<file path="src/rtl/dffram_dual_port_arbiter.sv">
// Round-robin, lock-capable arbiter sharing one DFFRAM256x16 between two ports.
// Define DFFRAM_ARB_STATS_EN to build the CONFLICT_CNT contention counter.
module dffram_dual_port_arbiter #(
   parameter int MAX_LOCK  = 4,
   parameter bit INIT_PRIO = 1'b0
) (
   input  logic        CLK,
   input  logic        RST_N,
   input  logic        REQ0,
   input  logic        REQ1,
   input  logic        LOCK0,
   input  logic        LOCK1,
   input  logic [1:0]  WE0_I,
   input  logic [1:0]  WE1_I,
   input  logic [7:0]  A0_I,
   input  logic [7:0]  A1_I,
   input  logic [15:0] DI0_I,
   input  logic [15:0] DI1_I,
   output logic        GNT0,
   output logic        GNT1,
   output logic        RVALID0,
   output logic        RVALID1,
   output logic [15:0] RDATA0,
   output logic [15:0] RDATA1,
   output logic        RAM_EN,
   output logic [1:0]  RAM_WE,
   output logic [7:0]  RAM_A,
   output logic [15:0] RAM_DI,
   input  logic [15:0] RAM_DO,
   output logic [15:0] CONFLICT_CNT
);

   typedef struct packed {
      logic [1:0]  we;
      logic [7:0]  a;
      logic [15:0] di;
   } cmd_t;

   localparam logic [3:0] LOCK_LIM = 4'(MAX_LOCK);

   logic       last_grant;
   logic       lock_on;
   logic [3:0] lock_cnt;

   logic       both;
   logic       any_req;
   logic       hold;
   logic       pick;
   logic       pick_lock;
   cmd_t       cmd;

   logic       s1_tag;
   logic       s2_tag;
   logic       s2_rd;

   always_comb begin
      both    = REQ0 & REQ1;
      any_req = RST_N & (REQ0 | REQ1);
      // owner keeps the slot while its contested re-grants stay under the limit
      hold    = lock_on & (lock_cnt < LOCK_LIM);
      pick    = 1'b0;
      unique case (1'b1)
         both && hold:   pick = last_grant;
         both && !hold:  pick = ~last_grant;
         !both && REQ1:  pick = 1'b1;
         default:        pick = 1'b0;
      endcase
   end

   always_comb begin
      GNT0      = any_req & ~pick;
      GNT1      = any_req & pick;
      pick_lock = pick ? LOCK1 : LOCK0;
      cmd       = pick ? {WE1_I, A1_I, DI1_I}
                       : {WE0_I, A0_I, DI0_I};
   end

   always_ff @(posedge CLK or negedge RST_N) begin
      if (!RST_N) begin
         last_grant <= ~INIT_PRIO;
         lock_on    <= 1'b0;
         lock_cnt   <= 4'd0;
      end else if (any_req) begin
         last_grant <= pick;
         lock_on    <= pick_lock;
         if ((pick != last_grant) || !pick_lock)
            lock_cnt <= 4'd0;
         else if (both)
            lock_cnt <= lock_cnt + 4'd1;
      end
   end

   // command stage: address and data hold when idle
   always_ff @(posedge CLK or negedge RST_N) begin
      if (!RST_N) begin
         RAM_EN <= 1'b0;
         RAM_WE <= 2'b00;
         RAM_A  <= 8'h00;
         RAM_DI <= 16'h0000;
         s1_tag <= 1'b0;
      end else begin
         RAM_EN <= any_req;
         if (any_req) begin
            RAM_WE <= cmd.we;
            RAM_A  <= cmd.a;
            RAM_DI <= cmd.di;
            s1_tag <= pick;
         end else begin
            RAM_WE <= 2'b00;
         end
      end
   end

   always_ff @(posedge CLK or negedge RST_N) begin
      if (!RST_N) begin
         s2_rd  <= 1'b0;
         s2_tag <= 1'b0;
      end else begin
         s2_rd  <= RAM_EN & (RAM_WE == 2'b00);
         s2_tag <= s1_tag;
      end
   end

   always_ff @(posedge CLK or negedge RST_N) begin
      if (!RST_N) begin
         RVALID0 <= 1'b0;
         RVALID1 <= 1'b0;
         RDATA0  <= 16'h0000;
         RDATA1  <= 16'h0000;
      end else begin
         RVALID0 <= s2_rd & ~s2_tag;
         RVALID1 <= s2_rd & s2_tag;
         if (s2_rd && !s2_tag)
            RDATA0 <= RAM_DO;
         if (s2_rd && s2_tag)
            RDATA1 <= RAM_DO;
      end
   end

`ifdef DFFRAM_ARB_STATS_EN
   always_ff @(posedge CLK or negedge RST_N) begin
      if (!RST_N)
         CONFLICT_CNT <= 16'h0000;
      else if (REQ0 && REQ1 && (CONFLICT_CNT != 16'hFFFF))
         CONFLICT_CNT <= CONFLICT_CNT + 16'd1;
   end
`else
   assign CONFLICT_CNT = 16'h0000;
`endif

endmodule
</file>
<file path="config.mk">
export PLATFORM = sky130hd
export DESIGN_NAME = dffram_dual_port_arbiter
export DESIGN_NICKNAME = d
export VERILOG_FILES = /design/src/rtl/dffram_dual_port_arbiter.sv
export SDC_FILE = /design/constraint.sdc
export NUM_CORES = 1
export LEC_CHECK = 0
export CAP_MARGIN = 5
export CORE_MARGIN = 2
export CORE_UTILIZATION = 45
export CTS_BUF_LIST = sky130_fd_sc_hd__clkbuf_4 sky130_fd_sc_hd__clkbuf_8
export DETAILED_ROUTE_END_ITERATION = 10
export GPL_TIMING_DRIVEN = 1
export HOLD_SLACK_MARGIN = 0.08
export PLACE_DENSITY = 0.89
export SETUP_SLACK_MARGIN = 0.5
export SLEW_MARGIN = 20
export SYNTH_ARGS = -nofsm -noshare
export SYNTH_HDL_FRONTEND = slang
export SYNTH_SLANG_ARGS = --single-unit
</file>
<file path="constraint.sdc">
create_clock -name CLK -period 2.78 [get_ports CLK]
set_input_delay 0.417 -clock CLK [delete_from_list [all_inputs] [get_ports CLK]]
set_output_delay 0.417 -clock CLK [all_outputs]
set_load 0.01 [all_outputs]
</file>
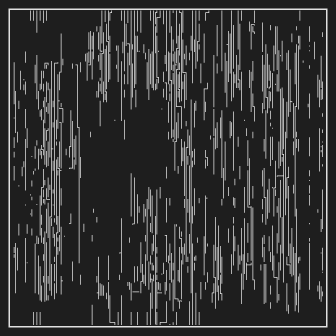
Figure 1: signal wires on met2.
- main direction: vertical
- nets with wire on the layer: 432
via count: 2,688
total routed wirelength: 8192 um

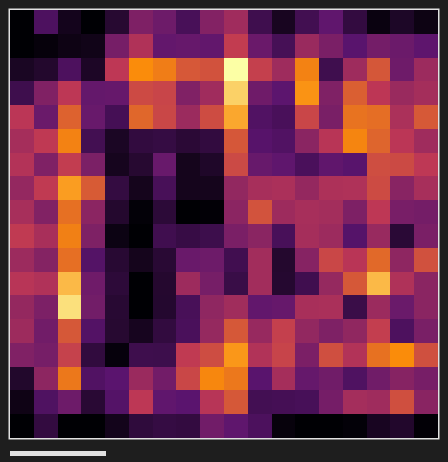
Figure 2: routed metal per tile.
Bar = 20 um. The die is cut into 18 by 18 equal tiles; black is low, pale yellow is high, scaled to the fullest tile. Values are wire area over tile area, all layers added.
- nearly empty tiles: 5.9%
- tiles over half the peak: 21%
- mean over tiles: 0.17
- fullest tile: 0.49
detail-routed net length per standard cell: 16.06 um
Total GRT Usage: 20.54%

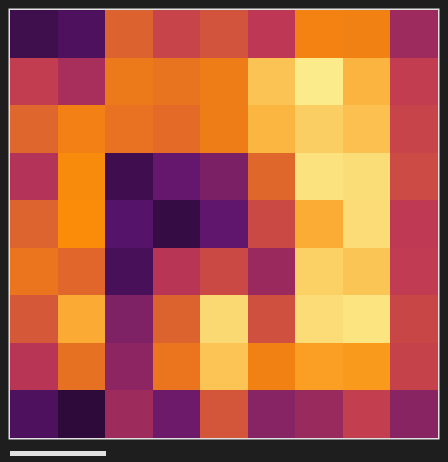
Figure 3: cell density map.
Bar = 20 um. The die is cut into 9 by 9 equal tiles; black is low, pale yellow is high, 0 to 100% covered.
- tiles over 75% full: 24%
- fullest tile: 96%
- mean over tiles: 59%
fp_density: 45.84%
fin util: 67.71%
core area: 7176 um2

==> out/metrics.cfg <==
[final_layout]
syn_to_final_growth_pct=47.70
diodes=0
nFillCells=529
nets=481
layout-drive-gt1-share_pct=15.33
stdcell_count=510

[synth]
synth-async-reset-ratio_pct=100.0
synthAdderAreaFrac_pct=0.3804
top_cell_area_share_pct=52.49
seq_area_frac_synth_pct=53.29
ys_ff=70
yosys.area_share.simple_pct=2.777
yosys_cells=275
synth-main-ff-cell=dfrtp_1
ys_sh_aoi_pct=21.15
syn_area_um2=3289
yosys_area_um2=3289
yosys_warnings=0
synthMuxAreaShare_pct=11.30
yosysTopAreaCell=dfrtp_1
synth.distinct_cells=34
synth.most_common_cell=dfrtp_1
synth-edff-count=0
logic_family=AND-OR/OR-AND gates
syn-instance-count=275

[floorplan]
die_area_um2=8009
die_width_um=89.50

[final_timing]
hold_viol=0
finalClockPeriodUsage_pct=73.96
setup_viol=0
fin_crit_ns=2.056
setup_tns_ns=0
rsz0062_at_grt=false
skew_ns=0.008662

[worst_setup_path]
crit_path_start=lock_cnt[2]$_DFFE_PN0P_
crit_family=flip-flops
end_kind=primary output
critPathLaunchType=flop
crit_buf_inv=1
slowest_stage=dfrtp_1
worst-path-max-fanout=3
timing.rr.end=RAM_DI[2]$_DFFE_PN0P_
r2r_slack_ns=0.99
max_stage_delay_ns=0.42

[pwr]
total_power_mw=3.731
pwr_density_cell_nw_per_um2=767.9
power.leakage_nw=2.107
ir_drop_mv=0.2579

[clock_tree]
worst_skew_pair.late_latency_ns=0.34
clockBufferDepth=2
clock_sinks=70
holdBufCountCts=0
path_clk_slew_ns=0.08
cts-buffers-inserted=9
cts_tree=built
clockRootBuffer=clkbuf_8

[route]
first_pass_iters=4
vias_per_cell=5.271
top_layer_used=met4
drc=0
antenna_left=0

[placement]
placedCellCount=493
place_hpwl_um=5988

[global_route]
grt_overflow=0
antenna_found_initial=0
grt_pass1_vias=2587

[flow_run]
cap_violations=0

[outcome]
status=complete, no violations

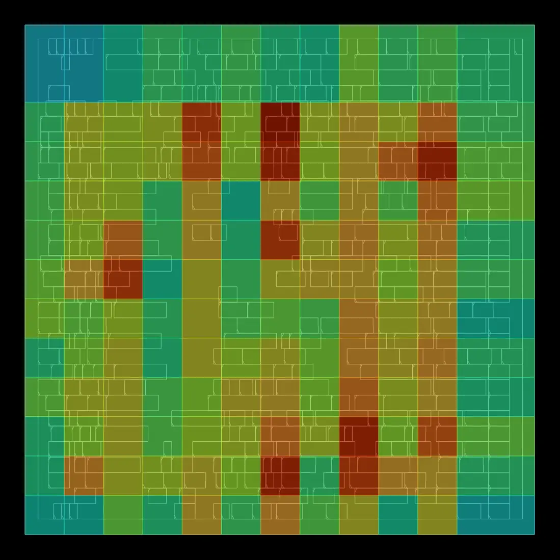
Figure 4: track usage over the die.
busiest layer in global routing: met2
met2 usage: 35.22%
M1 GR Usage: 23.82%
routing usage on met3: 5.540%

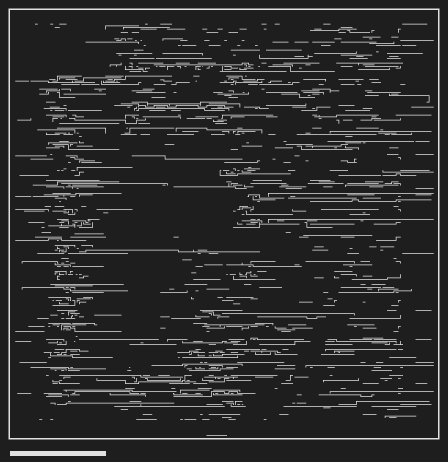
Figure 5: signal wires on met1.
Bar = 20 um.
- longest straight run: 34.5 um
- share of all routed wire: 41%
- main direction: horizontal
- nets with wire on the layer: 403

cells in the final DEF, fill, tap and decap left out, drive strengths merged, types with 2 or more instances in the layout:
master         count
clkinvlp           3
a22o               4
nor3b              2
a21o               3
dlygate4sd2        2
o21ai             26
a32oi             24
clkbuf            10
conb              16
buf                7
dfrtp             69
mux2              33
inv               32
a221o             24
nand3              2
nand2              3
clkdlybuf4s50    132
nand2b             2
metrics by stage:
step           hold WS [ns]  cell area (um2)  worst slack (ns)
2_1_floorplan        0.1214             3346             1.121
3_3_place_gp         0.3626             4631            0.3952
3_5_place_dp         0.3727             4631            0.2788
4_1_cts              0.1404             4848            0.4463
5_1_grt              0.1666             4858            0.5276
6_report             0.1606             4858            0.7239
sequential cells by signal, indices dropped and copies added, names as in the netlist:
signal,flops
RVALID0,1
RDATA1,16
RAM_EN,1
RDATA0,16
RVALID1,1
s1_tag,1
RAM_A,8
s2_tag,1
s2_rd,1
RAM_DI,16
last_grant,1
RAM_WE,2
lock_cnt,4
lock_on,1
where the power goes:
group | total (mW) | switching [mW] | internal [mW]
Sequential | 1.51 | 0.193 | 1.32
Combinational | 1.39 | 0.530 | 0.862
Clock | 0.824 | 0.394 | 0.430
Total | 3.73 | 1.12 | 2.61
layout make-up:
| cell class | instances | share of cell area [%] |
|---|---|---|
| clock buffer | 10 | 2.704 |
| clock inverter | 6 | 1.442 |
| inverter | 30 | 2.318 |
| multi-input combinational | 153 | 26.01 |
| sequential | 70 | 36.08 |
| tap | 99 | 2.550 |
| timing repair buffer | 142 | 28.90 |
what timing repair did:
| action | 4_1_cts | 5_1_grt |
|---|---|---|
| pin swaps | 1 | 0 |
| endpoints found under the setup margin | 2 | 1 |
| hold endpoints to repair | 0 | 0 |
| buffers inserted | 1 | 0 |
| gates resized | 4 | 1 |
Power is estimated from default activity; no workload was simulated.
